Fig. 1: placed standard cells
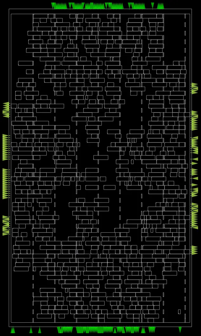
Fig. 2: gate-type map
The bar under the picture is 20 microns long.
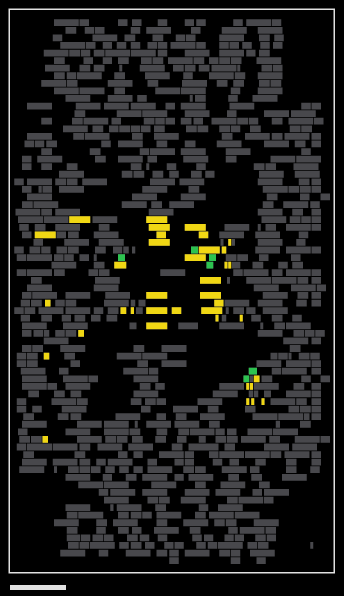
Fig. 3: metal layers overlaid
The bar under the picture is 20 microns long.
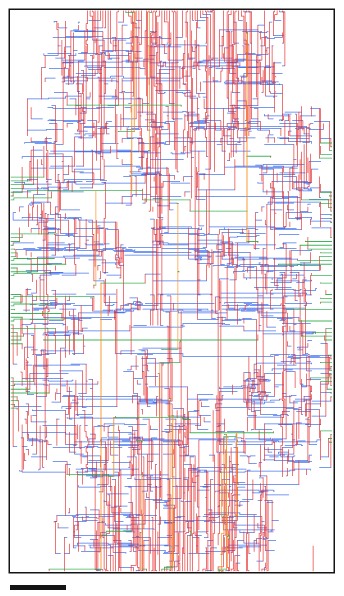
<file path="src/rtl/axilite_csr_write_slave.sv">
// rtl/axilite_csr_write_slave.sv - AXI-Lite write-only CSR bank with byte strobes and SLVERR decode
// Optional read-only register protection is enabled by defining AXILITE_CSR_RO_MASK_EN.
module axilite_csr_write_slave #(
  parameter int                             NUM_REGS    = 4,
  parameter int                             DATA_WIDTH  = 32,
  parameter int                             ADDR_SIZE   = 32,
  parameter logic [NUM_REGS*DATA_WIDTH-1:0] RESET_VALUE = '0,
  parameter logic [NUM_REGS-1:0]            RO_MASK     = '0,
  parameter logic [1:0]                     RESP_OKAY   = 2'd0,
  parameter logic [1:0]                     RESP_EXOKAY = 2'd1,
  parameter logic [1:0]                     RESP_SLVERR = 2'd2,
  parameter logic [1:0]                     RESP_DECERR = 2'd3
) (
  input  logic                           clk,
  input  logic                           rst,
  input  logic [ADDR_SIZE-1:0]           awaddr,
  input  logic                           awvalid,
  output logic                           awready,
  input  logic [DATA_WIDTH-1:0]          wdata,
  input  logic [DATA_WIDTH/8-1:0]        wstrb,
  input  logic                           wvalid,
  output logic                           wready,
  output logic [1:0]                     bresp,
  output logic                           bvalid,
  input  logic                           bready,
  output logic [NUM_REGS*DATA_WIDTH-1:0] regs,
  output logic [NUM_REGS-1:0]            wr_pulse
);
  localparam int STRB_W   = DATA_WIDTH / 8;
  localparam int ADDR_LSB = $clog2(STRB_W);

  typedef enum logic [2:0] {
    IDLE    = 3'd0,
    HAVE_AW = 3'd1,
    HAVE_W  = 3'd2,
    COMMIT  = 3'd3,
    RESP    = 3'd4
  } state_t;

  state_t                         state_q, state_d;
  logic                           awready_q, awready_d;
  logic                           wready_q, wready_d;
  logic                           bvalid_q, bvalid_d;
  logic [1:0]                     bresp_q, bresp_d;
  logic [ADDR_SIZE-1:0]           addr_q, addr_d;
  logic [DATA_WIDTH-1:0]          wdata_q, wdata_d;
  logic [STRB_W-1:0]              wstrb_q, wstrb_d;
  logic [NUM_REGS*DATA_WIDTH-1:0] regs_q, regs_d;
  logic [NUM_REGS-1:0]            wr_pulse_q, wr_pulse_d;

  logic                           aw_hs, w_hs;
  logic [ADDR_SIZE-1:0]           idx;
  logic                           in_range, ro_hit;
  logic [NUM_REGS-1:0]            sel;
  logic                           unused_params;

  assign aw_hs    = awvalid && awready_q;
  assign w_hs     = wvalid && wready_q;
  // Full-width compare so high address bits can never alias onto a low register.
  assign idx      = addr_q >> ADDR_LSB;
  assign in_range = idx < ADDR_SIZE'(NUM_REGS);

  always_comb begin
    sel = '0;
    for (int i = 0; i < NUM_REGS; i++) begin
      sel[i] = in_range && (idx == ADDR_SIZE'(i));
    end
  end

`ifdef AXILITE_CSR_RO_MASK_EN
  assign ro_hit        = |(sel & RO_MASK);
  assign unused_params = ^{RESP_EXOKAY, RESP_DECERR};
`else
  assign ro_hit        = 1'b0;
  assign unused_params = ^{RESP_EXOKAY, RESP_DECERR, RO_MASK};
`endif

  always_comb begin
    state_d    = state_q;
    addr_d     = addr_q;
    wdata_d    = wdata_q;
    wstrb_d    = wstrb_q;
    bvalid_d   = bvalid_q;
    bresp_d    = bresp_q;
    regs_d     = regs_q;
    wr_pulse_d = '0;

    if (aw_hs) addr_d = awaddr;
    if (w_hs) begin
      wdata_d = wdata;
      wstrb_d = wstrb;
    end

    case (state_q)
      IDLE: begin
        if (aw_hs && w_hs) state_d = COMMIT;
        else if (aw_hs)    state_d = HAVE_AW;
        else if (w_hs)     state_d = HAVE_W;
      end
      HAVE_AW: if (w_hs)  state_d = COMMIT;
      HAVE_W:  if (aw_hs) state_d = COMMIT;
      COMMIT: begin
        state_d  = RESP;
        bvalid_d = 1'b1;
        if (in_range && !ro_hit) begin
          bresp_d = RESP_OKAY;
          for (int i = 0; i < NUM_REGS; i++) begin
            for (int k = 0; k < STRB_W; k++) begin
              if (sel[i] && wstrb_q[k]) begin
                regs_d[i*DATA_WIDTH + k*8 +: 8] = wdata_q[k*8 +: 8];
              end
            end
          end
          wr_pulse_d = (|wstrb_q) ? sel : '0;
        end else begin
          bresp_d = RESP_SLVERR;
        end
      end
      RESP: begin
        if (bready) begin
          state_d  = IDLE;
          bvalid_d = 1'b0;
        end
      end
      default: state_d = IDLE;
    endcase

    // Readies follow the next state so they are pure flops with no path from the valids.
    awready_d = (state_d == IDLE) || (state_d == HAVE_W);
    wready_d  = (state_d == IDLE) || (state_d == HAVE_AW);
  end

  always_ff @(posedge clk or negedge rst) begin
    if (!rst) begin
      state_q    <= IDLE;
      awready_q  <= 1'b0;
      wready_q   <= 1'b0;
      bvalid_q   <= 1'b0;
      bresp_q    <= RESP_OKAY;
      addr_q     <= '0;
      wdata_q    <= '0;
      wstrb_q    <= '0;
      regs_q     <= RESET_VALUE;
      wr_pulse_q <= '0;
    end else begin
      state_q    <= state_d;
      awready_q  <= awready_d;
      wready_q   <= wready_d;
      bvalid_q   <= bvalid_d;
      bresp_q    <= bresp_d;
      addr_q     <= addr_d;
      wdata_q    <= wdata_d;
      wstrb_q    <= wstrb_d;
      regs_q     <= regs_d;
      wr_pulse_q <= wr_pulse_d;
    end
  end

  assign awready  = awready_q;
  assign wready   = wready_q;
  assign bvalid   = bvalid_q;
  assign bresp    = bresp_q;
  assign regs     = regs_q;
  assign wr_pulse = wr_pulse_q;
endmodule

</file>
<file path="config.mk">
export PLATFORM = sky130hd
export DESIGN_NAME = axilite_csr_write_slave
export DESIGN_NICKNAME = d
export VERILOG_FILES = /design/src/rtl/axilite_csr_write_slave.sv
export SDC_FILE = /design/constraint.sdc
export NUM_CORES = 1
export LEC_CHECK = 0
export CAP_MARGIN = 20
export CORE_ASPECT_RATIO = 1.75
export CORE_UTILIZATION = 35
export CTS_BUF_LIST = sky130_fd_sc_hd__clkbuf_16
export DETAILED_ROUTE_END_ITERATION = 10
export SLEW_MARGIN = 20
export SYNTH_ARGS = -nofsm -noshare
export SYNTH_HDL_FRONTEND = slang
export SYNTH_SLANG_ARGS = --single-unit
</file>
<file path="constraint.sdc">
create_clock -name clk -period 5.9 [get_ports clk]
set_clock_uncertainty 0.15 [all_clocks]
set_input_delay 1.18 -clock clk [delete_from_list [all_inputs] [get_ports clk]]
set_output_delay 1.18 -clock clk [all_outputs]
set_load 0.05 [all_outputs]
</file>
==> summary.txt <==
Summary of the current implementation state.

- The run finished with clean final reports.
- The layout has 210 buffers outside the clock class.
- The I/O pin total is 210, for reference.
- The weighted congestion at the end of routability-driven global placement is 0.7387, for reference.
- After synthesis, the chip area reported by Yosys is roughly 8000 sq um.
- The global route stage reports its total congestion overflow as 0.
- The number of antenna violations at the first check in global routing came to 1.
- The first-pass GRT wire length is about 30 mm, for reference.
- The reg-to-reg startpoint is addr_q[14], for reference.
- Entering global routing, the biggest net connects between 100 and 150 pins.
- The die covers ~23,000 sq um.
- The clock net in this run drives a total of 205 sinks.
- TritonRoute output was used to compute an average wire per cell of 19.32 microns.
- The buffer count from post-CTS setup fixing is 0, for reference.
- The worst vdd rail ir drop is 0.0002120 V, for reference.
- The detailed placer reported the number of placed instances as 970.
- The count of final max-slew check failures is 0, for reference.
- In this run the critical register-to-register path is captured at regs[108].
- The end point of the most critical hold path is regs[102], for reference.
- The tool flagged a number of max-cap violations equal to 0.
- In the layout the tool counted multi-input logic cells amounting to about 260.
- The switching portion of total power is between 20 and 30%, for reference.
- The count of inverters other than clock inverters in the layout is 1, for reference.
- The non-clock buffering overhead in the final layout is 19.15%, for reference.
- The number of DRC violations after detailed routing is 0, for reference.
- The number of flip-flops and latches is 205, for reference.
- The synthesized net count is 548, for reference.
- The smallest hold slack is ~0.34 ns, for reference.
- Of the available clock period, the critical path in the final layout requires roughly half.
- Across the whole layout, multi-input logic makes up between 20 and 30% of the cell area.
- The net switching power of the design is between 1 and 1.5 mW, for reference.
- The worst setup path is captured at an output port.
- The average instance area after synthesis is 16.80 sq um, for reference.
- The combinational gate area is between 2000 and 3000 sq um, for reference.
- Per the post-route antenna check, the number of violating nets is 0.
- The count of antenna diodes in the layout is 1, for reference.
- The last timing report of the flow puts the setup violation total at 0.
- The share of final-layout standard cells stronger than drive strength 1 is between 30% and 40%, for reference.
Notes on Fig. 1 above:
# rows: 72
standard cell core area: 22,250 sq um

Notes on Fig. 2 above:
| family | colour | cells | most used |
|---|---|---|---|
| NOR gates | yellow | 37 | nor4_4 |
| AND and OR gates | green | 6 | or4_1 |

Notes on Fig. 3 above:
| layer | colour | wire length |
|---|---|---|
| met4 | orange | 720 microns |
| met1 | blue | 7,140 microns |
| met3 | green | 888 microns |
| met2 | red | 10,700 microns |

==> cell usage after synthesis, drive strengths merged <==
cell type    n  share of area (%)
nand4        2               0.16
inv          1              0.047
mux2       196                 28
nor3         5               0.56
a21oi        3               0.19
nand3        2               0.19
nand3b       3               0.28
and3b        1               0.11
o41ai        1               0.11
dfrtp      205                 64
clkbuf       7               0.33
nand2        7               0.33
nor4        21                4.4
buf          4               0.39
conb         1              0.047
or4          4               0.38
nor2        11               0.52
or2          1              0.078
==> registers in the layout, summed over array words and instances (netlist names) <==
register and flops:
regs 128, wready 1, state_q 3, bresp 1, wdata_q 32, wstrb_q 4
bvalid 1, wr_pulse 4, awready 1, addr_q 30
==> logic make-up (layout without fill, tap and decap cells) <==
kind of cell | count (synthesis) | after routing | synth area share (%)
buf+inv | 12 | 245 | 0.7680
other cells | 1 | 2 | 0.04698
simple gates | 57 | 57 | 6.960
mux | 196 | 196 | 27.65
flops | 205 | 205 | 64.27
compound gates | 4 | 4 | 0.2978
==> power by group through the flow <==
stage	logic (mW)	registers, mW	clock network (mW)
floorplan	0.394	1.88	0
global placement	0.574	1.89	0
detailed placement	0.594	1.92	0
CTS	0.596	1.90	1.23
global route	0.636	1.94	1.29
finish	0.585	1.90	1.18
==> through the flow <==
stage	power (mW)	utilization, %
floorplan	2.276	-
global placement	2.468	46.76
detailed placement	2.519	46.76
CTS	3.728	49.47
global route	3.867	49.48
finish	3.670	49.48
==> worst register-to-register path, stage by stage, from the launching register on <==
cell,delay [ns]
dfrtp_1,0.41
nor4_4,0.36
nand3_2,0.58
nor4_4,0.92
mux2_2,0.42
==> routing by layer <==
layer	global-route usage (%)	up-vias	wire length (microns)
met5	0	-	0
met4	7.692	0	720
met3	3.042	35	888
met2	31.34	144	10660
met1	18.79	2443	7143
li1	-	2157	-
Power is estimated from default activity; no workload was simulated.
